`config.mk`:
```
export PLATFORM = sky130hd
export DESIGN_NAME = seg_reader_flat
export DESIGN_NICKNAME = d
export VERILOG_FILES = /design/src/rtl/seg_reader_if.sv /design/src/rtl/seg_reader.sv /design/src/flat_wrapper.sv
export SDC_FILE = /design/constraint.sdc
export NUM_CORES = 1
export LEC_CHECK = 0
export CORE_MARGIN = 5
export CORE_UTILIZATION = 45
export DETAILED_ROUTE_END_ITERATION = 10
export GPL_TIMING_DRIVEN = 1
export PLACE_DENSITY = 0.67
export SLEW_MARGIN = 20
export SYNTH_ARGS = -nofsm -noshare
export SYNTH_HDL_FRONTEND = slang
export SYNTH_SLANG_ARGS = --single-unit
```
`constraint.sdc`:
```
create_clock -name clk -period 1.91 [get_ports clk]
set_input_delay 0.573 -clock clk [delete_from_list [all_inputs] [get_ports clk]]
set_output_delay 0.573 -clock clk [all_outputs]
set_load 0.005 [all_outputs]
```
`src/rtl/seg_reader_if.sv`:
```
// Handshake bundle between a seven-segment reader and its consumer.
// The reader sits on the slave side; the pattern source/consumer is the master.
interface seg_reader_if;
   logic [6:0] seg_in;
   logic       out_ready;
   logic       out_valid;
   logic [3:0] out_nibble;
   logic       out_err;

   modport master (
      output seg_in,
      output out_ready,
      input  out_valid,
      input  out_nibble,
      input  out_err
   );

   modport slave (
      input  seg_in,
      input  out_ready,
      output out_valid,
      output out_nibble,
      output out_err
   );
endinterface

```
`src/rtl/seg_reader.sv`:
```
// Debounced seven-segment decoder: a stable active-low pattern is decoded to a
// hex nibble (or flagged as illegal) and offered once on a valid/ready port.
module seg_reader #(
   parameter int unsigned STABLE_CYCLES = 4
) (
   input  logic        clk,
   input  logic        reset,
   seg_reader_if.slave bus
);
   localparam logic [6:0] BLANK = 7'b1111111;
   localparam logic [7:0] LAST  = 8'(STABLE_CYCLES - 1);

   typedef enum logic [1:0] {IDLE, SETTLE, PRESENT, WAIT_CHANGE} state_t;

   state_t     state, state_nxt;
   logic [6:0] s1, s2;
   logic [6:0] cap, cap_nxt;
   logic [7:0] cnt, cnt_nxt;
   logic [3:0] nib, nib_nxt;
   logic       err, err_nxt;
   logic [4:0] dec;

   // Returns {err, nibble}; anything outside the 16 legal codes is an error.
   function automatic logic [4:0] decode(input logic [6:0] p);
      case (p)
         7'b1000000: return 5'h00;
         7'b1111001: return 5'h01;
         7'b0100100: return 5'h02;
         7'b0110000: return 5'h03;
         7'b0011001: return 5'h04;
         7'b0010010: return 5'h05;
         7'b0000010: return 5'h06;
         7'b1111000: return 5'h07;
         7'b0000000: return 5'h08;
         7'b0011000: return 5'h09;
         7'b0001000: return 5'h0a;
         7'b0000011: return 5'h0b;
         7'b0100111: return 5'h0c;
         7'b0100001: return 5'h0d;
         7'b0000110: return 5'h0e;
         7'b0001110: return 5'h0f;
         default:    return 5'h10;
      endcase
   endfunction

   assign dec = decode(cap);

   // NOTE: sequential state uses non-blocking assignments so every flop samples
   // the pre-edge values, which is what makes s1 -> s2 a real two-stage chain.
   always_ff @(posedge clk or posedge reset) begin
      if (reset) begin
         s1 <= BLANK;
         s2 <= BLANK;
      end else begin
         s1 <= bus.seg_in;
         s2 <= s1;
      end
   end

   always_ff @(posedge clk or posedge reset) begin
      if (reset) begin
         state <= IDLE;
         cap   <= BLANK;
         cnt   <= 8'd0;
         nib   <= 4'd0;
         err   <= 1'b0;
      end else begin
         state <= state_nxt;
         cap   <= cap_nxt;
         cnt   <= cnt_nxt;
         nib   <= nib_nxt;
         err   <= err_nxt;
      end
   end

   // NOTE: every output of this block gets a hold-value default first, so no
   // path through the case leaves a signal unassigned and no latch is inferred.
   always_comb begin
      state_nxt = state;
      cap_nxt   = cap;
      cnt_nxt   = cnt;
      nib_nxt   = nib;
      err_nxt   = err;
      case (state)
         IDLE: begin
            if (s2 != BLANK) begin
               state_nxt = SETTLE;
               cap_nxt   = s2;
               cnt_nxt   = 8'd1;
            end
         end
         SETTLE: begin
            if (s2 == BLANK) begin
               state_nxt = IDLE;
            end else if (s2 != cap) begin
               cap_nxt = s2;
               cnt_nxt = 8'd1;
            end else if (cnt == LAST) begin
               state_nxt = PRESENT;
               err_nxt   = dec[4];
               nib_nxt   = dec[3:0];
            end else begin
               cnt_nxt = cnt + 8'd1;
            end
         end
         PRESENT: begin
            if (bus.out_ready) state_nxt = WAIT_CHANGE;
         end
         WAIT_CHANGE: begin
            // Holding the last reported pattern must not produce a repeat.
            if (s2 == BLANK) begin
               state_nxt = IDLE;
            end else if (s2 != cap) begin
               state_nxt = SETTLE;
               cap_nxt   = s2;
               cnt_nxt   = 8'd1;
            end
         end
         default: state_nxt = IDLE;
      endcase
   end

   assign bus.out_valid  = (state == PRESENT);
   assign bus.out_nibble = nib;
   assign bus.out_err    = err;
endmodule

```
`src/flat_wrapper.sv`:
```
// flat-port wrapper written by rule: the top's interface ports become plain ports
module seg_reader_flat 
#(
   parameter int unsigned STABLE_CYCLES = 4
)
  (clk, reset, bus_seg_in, bus_out_ready, bus_out_valid, bus_out_nibble, bus_out_err);
  seg_reader_if bus_i ();
  input  logic clk;
  input  logic reset;
  input wire logic [$bits(bus_i.seg_in)-1:0] bus_seg_in;
  input wire logic [$bits(bus_i.out_ready)-1:0] bus_out_ready;
  output wire logic [$bits(bus_i.out_valid)-1:0] bus_out_valid;
  output wire logic [$bits(bus_i.out_nibble)-1:0] bus_out_nibble;
  output wire logic [$bits(bus_i.out_err)-1:0] bus_out_err;
  assign bus_i.seg_in = bus_seg_in;
  assign bus_i.out_ready = bus_out_ready;
  assign bus_out_valid = bus_i.out_valid;
  assign bus_out_nibble = bus_i.out_nibble;
  assign bus_out_err = bus_i.out_err;
  seg_reader #(.STABLE_CYCLES(STABLE_CYCLES)) u_core (.clk(clk), .reset(reset), .bus(bus_i));
endmodule
```
==> impl_metrics.yaml <==
# generated from flow reports
outcome:
  status: "finished with violations"
  violations: "negative setup slack"
synth:
  mux_area_share_pct: 3.77
  top_cell_area_share_pct: 29.1
  yosys_area_um2: 1890
  aoi_share_pct: 13.5
  netlist.top_cell.by_area: "dfstp_2"
  yosys_cells: 188
  netlist-cell-type-count: 50
  flop_cell: "dfstp_2"
  postSynthCellCount: 188
  ys_seq_share_pct: 49.0
  edf_count: 0
  yosysWarnings: 0
clock_tree:
  cts_sinks: 36
  cts.clk_slew.worst_paths_ns: 0.08
  clock_path_buffers: 2
  cts_hold_buf: 0
  root_buffer: "clkbuf_8"
  cts-buffers-inserted: 5
route:
  wl_met1_mm: 1.75
  top_layer: "met4"
  ant_nets: 0
  routed-wl-met3_um: 201
  via_count: 1594
  drc: 0
  first_iter_violations: 154
  wire_per_inst_um: 14.7
  vias_per_cell: 5.67
  wl_met2_mm: 2.10
floorplan:
  dieArea_um2: 5600
  row_count: 23
  coreArea_um2: 4030
  fp_util_pct: 47.0
grt:
  grt_pass1_vias: 1636
  grt_max_degree: 37
  grt_util_all_layers_pct: 17.2
cells_and_area:
  area_growth_pct: 30.6
  lay_top_cells: "27 x nand2_1, 25 x buf_4, 21 x dfstp_2"
  final_area_um2: 2470
  fin_nets: 241
  finalCoreUtilization_pct: 61.4
pwr:
  p_leak_nw: 1.01
  netSwitchingFraction_pct: 24.4
  comb_power_share_pct: 12.6
  total_power_w: 0.00163
  clkPwrFrac_pct: 36.7
  power_density_nw_per_um2: 659
final_timing:
  setup_slack_ns: -0.103
  fin_skew_ns: 0.0149
  setup_viol: 9
  min_period_ns: 2.01
  worst_pin_slew_ns: 0.426
  hold_viol: 0
place:
  hpwl_mm: 3.05
  gp_congestion: 0.917
  place_inst: 271
worst_hold_path:
  hold_class: "reg2reg"
  hold_depth: 0
critical_path:
  required_ns: 2.09
  worstSetupEndpointType: "flip-flop"
  reg2regPathDepth: 6
  cp.arrival_ns: 2.19
  crit_chain: "ha_2 -> or4b_4 -> nor4_4 -> nor4b_4 -> buf_6 -> mux2_4"
==> power by group through the flow <==
stage | Sequential [W] | Clock, W | Combinational (W)
2_1_floorplan | 0.000835 | 0 | 0.000123
6_report | 0.000826 | 0.000598 | 0.000205
5_1_grt | 0.000829 | 0.000655 | 0.000229
3_3_place_gp | 0.000837 | 0 | 0.000193
3_5_place_dp | 0.000839 | 0 | 0.000200
4_1_cts | 0.000826 | 0.000626 | 0.000201
==> synth_stat cells (all sizes together) (3+ instances only) <==
library cell / instances
clkbuf: 8
a31oi: 8
o21ai: 7
nand2: 27
and3: 3
dfrtp: 15
inv: 6
a21oi: 8
nor2b: 4
nand2b: 4
or3: 6
nor3: 4
nor2: 5
mux2i: 3
xnor2: 10
nand3: 8
nor4: 3
mux2: 3
dfstp: 21
nand4: 6
==> final cells by class <==
| cell class | instances | area (um^2) |
|---|---|---|
| timing repair buffer | 45 | 410 |
| tap | 50 | 62.6 |
| multi-input combinational | 136 | 948 |
| inverter | 6 | 22.5 |
| fill | 352 | 1560 |
| clock buffer | 8 | 100 |
| sequential | 36 | 928 |
==> timing repair <==
action | 4_1_cts | 5_1_grt
gates resized | 2 | 13
endpoints found under the setup margin | 13 | 18
buffers inserted | 2 | 0
pin swaps | 0 | 2
==> kinds of logic after synthesis <==
logic type,Yosys count
simple gates,80
compound gates,38
flops,36
buf+inv,16
xor+xnor,11
mux,6
fa+ha+maj,1
==> registers in the layout, indices dropped and copies added (netlist names), named ones only <==
register,flops
u_core.cnt,8
u_core.s1,7
u_core.bus.out_nibble,4
u_core.state,1
u_core.cap,7
u_core.s2,7
u_core.bus.out_err,1
==> per-stage QoR <==
stage	hold WS [ns]	setup slack [ns]	setup TNS, ns
after floorplan	0.345	-0.136	-0.358
after global placement	0.345	-0.0264	-0.0526
after detailed placement	0.347	-0.0967	-0.503
after CTS	0.349	-0.115	-0.704
after global routing	0.359	-0.185	-1.31
final	0.344	-0.103	-0.432
==> final timing paths <==
path | from | endpoint | slack (ns)
setup / recovery | u_core.cnt[0] | u_core.bus.out_nibble[2] | -0.10
hold / removal | u_core.s1[4] | u_core.s2[4] | 0.34
setup reg to reg | u_core.cnt[0] | u_core.bus.out_nibble[2] | -0.10
hold reg to reg | u_core.s1[4] | u_core.s2[4] | 0.34
max in group asynchronous | reset | u_core.cap[4] | 1.03
min in group asynchronous | reset | asynchronous set/reset pin | 0.61
==> worst max-delay path: cells and delay by family (launching register included) <==
kind | cells | cell delay, ns
adder cells (fa/ha/maj) | 1 | 0.18
buffers and inverters | 1 | 0.16
multiplexers | 1 | 0.29
flip-flops | 1 | 0.38
AND/OR/NAND/NOR | 3 | 0.89
==> per-layer routing <==
metal / track usage [%] / vias to the layer above
met4: 7.91 / 0
met5: 0 / -
met1: 20.3 / 781
met2: 28.9 / 36
met3: 4.67 / 9
li1: - / 768
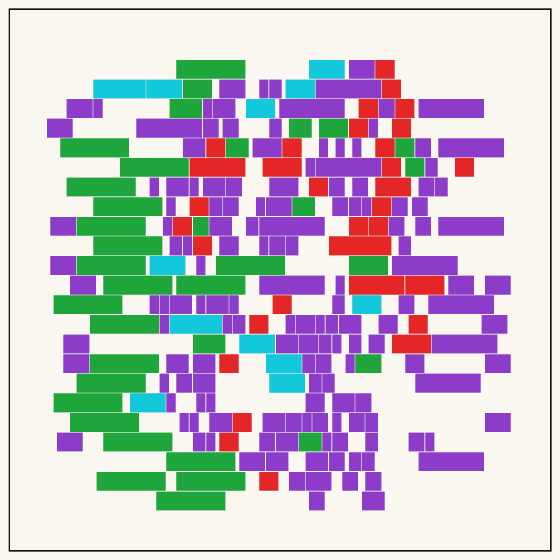
*Sizing map*
- purple: _0 and _1 cells (cells 152; share 66%)
- cyan: _6 and larger (cells 12; share 5.2%)
- red: _3 and _4 cells (cells 32; share 14%)
- green: _2 cells (cells 35; share 15%)

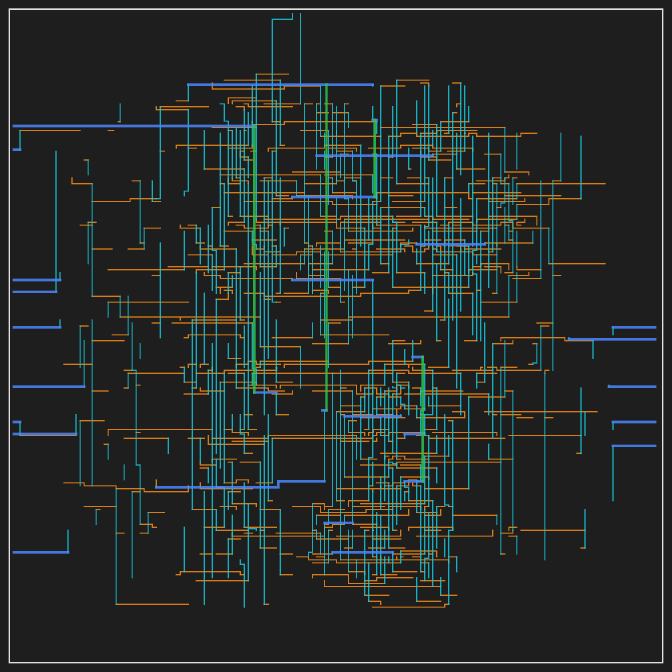
*Wiring by layer*
- green: metal 4 (wire length 91.1 um)
- orange: metal 1 (wire length 1750 um)
- blue: metal 3 (wire length 201 um)
- cyan: metal 2 (wire length 2100 um)

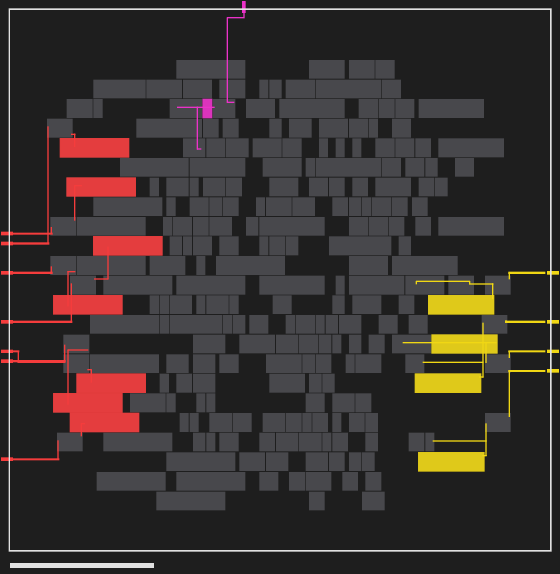
*Wires at chosen ports, followed through buffers*
The bar under the picture is 20 um long.
- magenta: bus_out_valid (bits 1; direction output; edge top; end cells 1; buffers 1; wire 26.9 um)
- yellow: bus_out_nibble (bits 4; direction output; edge right; end cells 4; buffers 4; wire 85.3 um)
- red: bus_seg_in (bits 7; direction input; edge left; end cells 7; buffers 7; wire 108 um)

Power is estimated from default activity; no workload was simulated.
